===== config.mk =====
export PLATFORM = sky130hd
export DESIGN_NAME = t05_sram_mw_arbiter
export DESIGN_NICKNAME = d
export VERILOG_FILES = /design/src/rtl/t05_sram_mw_arbiter.sv
export SDC_FILE = /design/constraint.sdc
export NUM_CORES = 1
export LEC_CHECK = 0
export CAP_MARGIN = 15
export CORE_AREA = 2 2 412 414
export CTS_CLUSTER_SIZE = 40
export DETAILED_ROUTE_END_ITERATION = 8
export DIE_AREA = 0 0 414 416
export GPL_ROUTABILITY_DRIVEN = 0
export PLACE_DENSITY = 0.43
export SYNTH_ARGS = -nofsm -noshare
export SYNTH_HDL_FRONTEND = slang
export SYNTH_SLANG_ARGS = --single-unit

===== constraint.sdc =====
create_clock -name clk -period 5.6 [get_ports clk]
set_input_delay 0.84 -clock clk [delete_from_list [all_inputs] [get_ports clk]]
set_output_delay 0.84 -clock clk [all_outputs]
set_load 0.01 [all_outputs]

===== src/rtl/t05_sram_mw_arbiter.sv =====
// Round-robin arbiter that splits multi-word client requests into single-word
// SRAM transactions toward the wishbone manager and reassembles read data.
module t05_sram_mw_arbiter #(
  parameter int N_CLIENTS = 4,
  parameter int DW        = 32,
  parameter int AW        = 32,
  parameter int MAX_WORDS = 5,
  parameter int LW        = $clog2(MAX_WORDS + 1)
) (
  input  logic                              clk,
  input  logic                              nrst,
  input  logic [N_CLIENTS-1:0]              req,
  input  logic [N_CLIENTS-1:0]              req_we,
  input  logic [N_CLIENTS*AW-1:0]           req_addr,
  input  logic [N_CLIENTS*LW-1:0]           req_len,
  input  logic [N_CLIENTS*MAX_WORDS*DW-1:0] req_wdata,
  output logic [N_CLIENTS-1:0]              gnt,
  output logic [N_CLIENTS-1:0]              done,
  output logic [MAX_WORDS*DW-1:0]           rd_data,
  output logic                              busy,
  output logic                              wr_en,
  output logic                              r_en,
  output logic [AW-1:0]                     addr,
  output logic [DW-1:0]                     wdata,
  output logic [DW/8-1:0]                   select,
  input  logic                              busy_o,
  input  logic [DW-1:0]                     sram_rdata
);

  localparam int PW = (N_CLIENTS > 1) ? $clog2(N_CLIENTS) : 1;
  localparam int KW = (MAX_WORDS > 1) ? $clog2(MAX_WORDS) : 1;

  typedef enum logic [2:0] {
    S_IDLE,
    S_ISSUE,
    S_ACK,
    S_WAIT,
    S_DONE
  } state_t;

  state_t          state_q, state_d;
  logic [PW-1:0]   rr_q;
  logic [PW-1:0]   win_q;
  logic            we_q;
  logic [AW-1:0]   base_q;
  logic [KW-1:0]   last_q;
  logic [KW-1:0]   k_q, k_d;
  logic [DW-1:0]   wbuf_q [MAX_WORDS];
  logic [DW-1:0]   rd_q   [MAX_WORDS];

  // Per-client views of the flattened request buses
  logic [AW-1:0]   cl_addr  [N_CLIENTS];
  logic [LW-1:0]   cl_len   [N_CLIENTS];
  logic [DW-1:0]   cl_wdata [N_CLIENTS][MAX_WORDS];

  generate
    for (genvar gi = 0; gi < N_CLIENTS; gi++) begin : g_client
      assign cl_addr[gi] = req_addr[gi*AW +: AW];
      assign cl_len[gi]  = req_len[gi*LW +: LW];
      for (genvar gk = 0; gk < MAX_WORDS; gk++) begin : g_word
        assign cl_wdata[gi][gk] = req_wdata[(gi*MAX_WORDS+gk)*DW +: DW];
      end
    end
  endgenerate

  // Round-robin search: first requester at or above rr_q, wrapping around
  logic            win_found;
  logic [PW-1:0]   win_idx;
  logic [PW-1:0]   cand;
  logic [LW-1:0]   win_len;
  logic [KW-1:0]   win_last;

  always_comb begin
    win_found = 1'b0;
    win_idx   = '0;
    cand      = '0;
    for (int i = 0; i < N_CLIENTS; i++) begin
      cand = (int'(rr_q) + i >= N_CLIENTS) ? PW'(int'(rr_q) + i - N_CLIENTS)
                                           : PW'(int'(rr_q) + i);
      if (!win_found && req[cand]) begin
        win_found = 1'b1;
        win_idx   = cand;
      end
    end
  end

  // Zero-length requests still perform one access; oversize ones clamp
  always_comb begin
    win_len = cl_len[win_idx];
    if (win_len == '0) begin
      win_last = '0;
    end else if (int'(win_len) > MAX_WORDS) begin
      win_last = KW'(MAX_WORDS - 1);
    end else begin
      win_last = KW'(win_len - 1'b1);
    end
  end

  logic grant;
  logic word_end;

  always_comb begin
    state_d  = state_q;
    k_d      = k_q;
    grant    = 1'b0;
    word_end = 1'b0;
    case (state_q)
      S_IDLE: begin
        if (win_found) begin
          grant   = 1'b1;
          k_d     = '0;
          state_d = S_ISSUE;
        end
      end
      S_ISSUE: state_d = S_ACK;
      S_ACK: begin
        if (busy_o) state_d = S_WAIT;
      end
      S_WAIT: begin
        if (!busy_o) begin
          word_end = 1'b1;
          if (k_q == last_q) begin
            state_d = S_DONE;
          end else begin
            k_d     = k_q + 1'b1;
            state_d = S_ISSUE;
          end
        end
      end
      S_DONE:  state_d = S_IDLE;
      default: state_d = S_IDLE;
    endcase
  end

  always_ff @(posedge clk or negedge nrst) begin
    if (!nrst) begin
      state_q <= S_IDLE;
      k_q     <= '0;
    end else begin
      state_q <= state_d;
      k_q     <= k_d;
    end
  end

  always_ff @(posedge clk or negedge nrst) begin
    if (!nrst) begin
      rr_q   <= '0;
      win_q  <= '0;
      we_q   <= 1'b0;
      base_q <= '0;
      last_q <= '0;
      for (int k = 0; k < MAX_WORDS; k++) begin
        wbuf_q[k] <= '0;
        rd_q[k]   <= '0;
      end
    end else begin
      if (grant) begin
        win_q  <= win_idx;
        we_q   <= req_we[win_idx];
        base_q <= cl_addr[win_idx];
        last_q <= win_last;
        for (int k = 0; k < MAX_WORDS; k++) begin
          wbuf_q[k] <= cl_wdata[win_idx][k];
          rd_q[k]   <= '0;
        end
      end
      if (word_end && !we_q) begin
        rd_q[k_q] <= sram_rdata;
      end
      if (state_q == S_DONE) begin
        rr_q <= (int'(win_q) == N_CLIENTS - 1) ? '0 : win_q + 1'b1;
      end
    end
  end

  // addr/wdata derive from registers that only change at grant or word advance,
  // so they hold their last value while idle
  assign addr   = base_q + AW'(k_q);
  assign wdata  = wbuf_q[k_q];
  assign busy   = (state_q == S_ISSUE) || (state_q == S_ACK) || (state_q == S_WAIT);
  assign wr_en  = (state_q == S_ISSUE) && we_q;
  assign r_en   = (state_q == S_ISSUE) && !we_q;
  assign select = (state_q == S_ISSUE) ? '1 : '0;

  generate
    for (genvar gi = 0; gi < N_CLIENTS; gi++) begin : g_pulse
      assign gnt[gi]  = (state_q == S_ISSUE) && (k_q == '0) && (win_q == PW'(gi));
      assign done[gi] = (state_q == S_DONE) && (win_q == PW'(gi));
    end
    for (genvar gi = 0; gi < MAX_WORDS; gi++) begin : g_rd
      assign rd_data[gi*DW +: DW] = rd_q[gi];
    end
  endgenerate

endmodule

### I/O pins on the die edge

(1 px per um) Pins as bars across the die edge, other pins in gray.
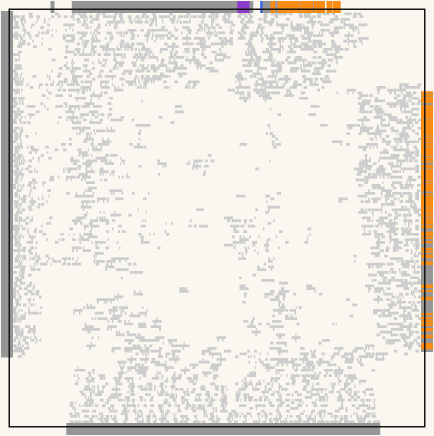
| color | port | pins | direction | edge |
|---|---|---|---|---|
| blue | `busy` | 1 | output | top |
| purple | `req_len` | 12 | input | top |
| orange | `rd_data` | 160 | output | 105 right, 55 top |
all pins by edge: 340 bottom, 277 top, 254 left, 191 right
die height: 416 um
# port buffers: 1061
Die Span X: 414 um

==> impl_metrics.yaml <==
# physical design summary
status:
  status: "completed"
synthesis:
  synth_cell_type_count: 49
  flop_cell: "dfrtp_1"
  ys_sh_aoi_pct: 15.1
  yosysCellCount: 3101
  yosys.area.top_type: "dfrtp_1"
  topCellsByArea: "dfrtp_1 42%, nand2_1 15%, o21ai_0 11%"
  avgSynthCellArea_um2: 7.01
  simple_gate_area_share_pct: 32.6
  yosys_warnings: 0
  synthArstFlopShare_pct: 100
  synth.net_count: 3936
routing:
  initialDrtViolationCount: 1650
  final_antenna_net_count: 0
  routed-via-count: 24900
  routed_wl_um: 148000
clocking:
  clk_pin_slew_ns: 0.07
  clkLatencyLatePin_ns: 0.65
  clk_path_buf_depth: 3
final_timing:
  worstMarginPinSlew_ns: 1.10
  slew_headroom_pct: 26.7
  fin_ws_ns: 0.502
  timing.final.hold_violations: 0
place:
  post-place-ws_ns: 1.05
grt:
  antenna_found_initial: 63
  use_met2_pct: 30.7
critical_path:
  reg2reg_slack_ns: 2.11
cells_and_area:
  finalNetCount: 4852
  lay_top_count: "clkdlybuf4s50_1"
### I/O nets highlighted

(1 px per um)
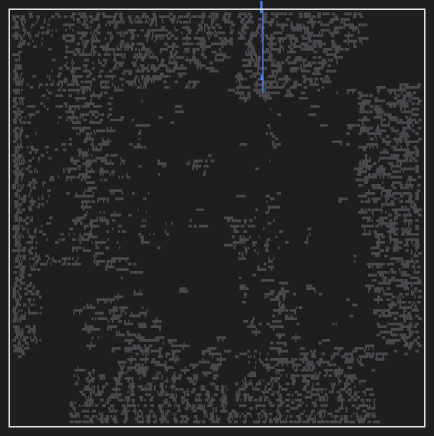
| color | port | bits | direction | end cells | buffers | wire |
|---|---|---|---|---|---|---|
| blue | `busy` | 1 | output | 1 | 1 | 88.1 um |

## per-stage QoR
stage	util, %	hold slack (ns)
floorplan	-	0.445
global placement	20.6	0.463
detailed placement	20.6	0.466
CTS	21.6	0.159
global route	21.6	0.170
finish	21.7	0.151
## final cells by class
cell class	count	area [um^2]	area share, %
clock inverter	17	220	0.605
timing repair buffer	1109	11200	30.7
inverter	27	101	0.278
clock buffer	75	1480	4.05
tap	2218	2780	7.62
multi-input combinational	2463	11500	31.5
sequential	366	9170	25.2
antenna	10	25.0	0.0687
## critical path, cell delays in order (launching register included)
cell and delay, ns:
dfrtp_4 0.62, inv_1 0.26, fa_1 0.49, nor2b_1 0.19, o21bai_1 0.08, buf_4 0.16
nor3_1 0.68, nand3_1 0.23, xnor2_1 0.27, clkdlybuf4s50_1 0.63
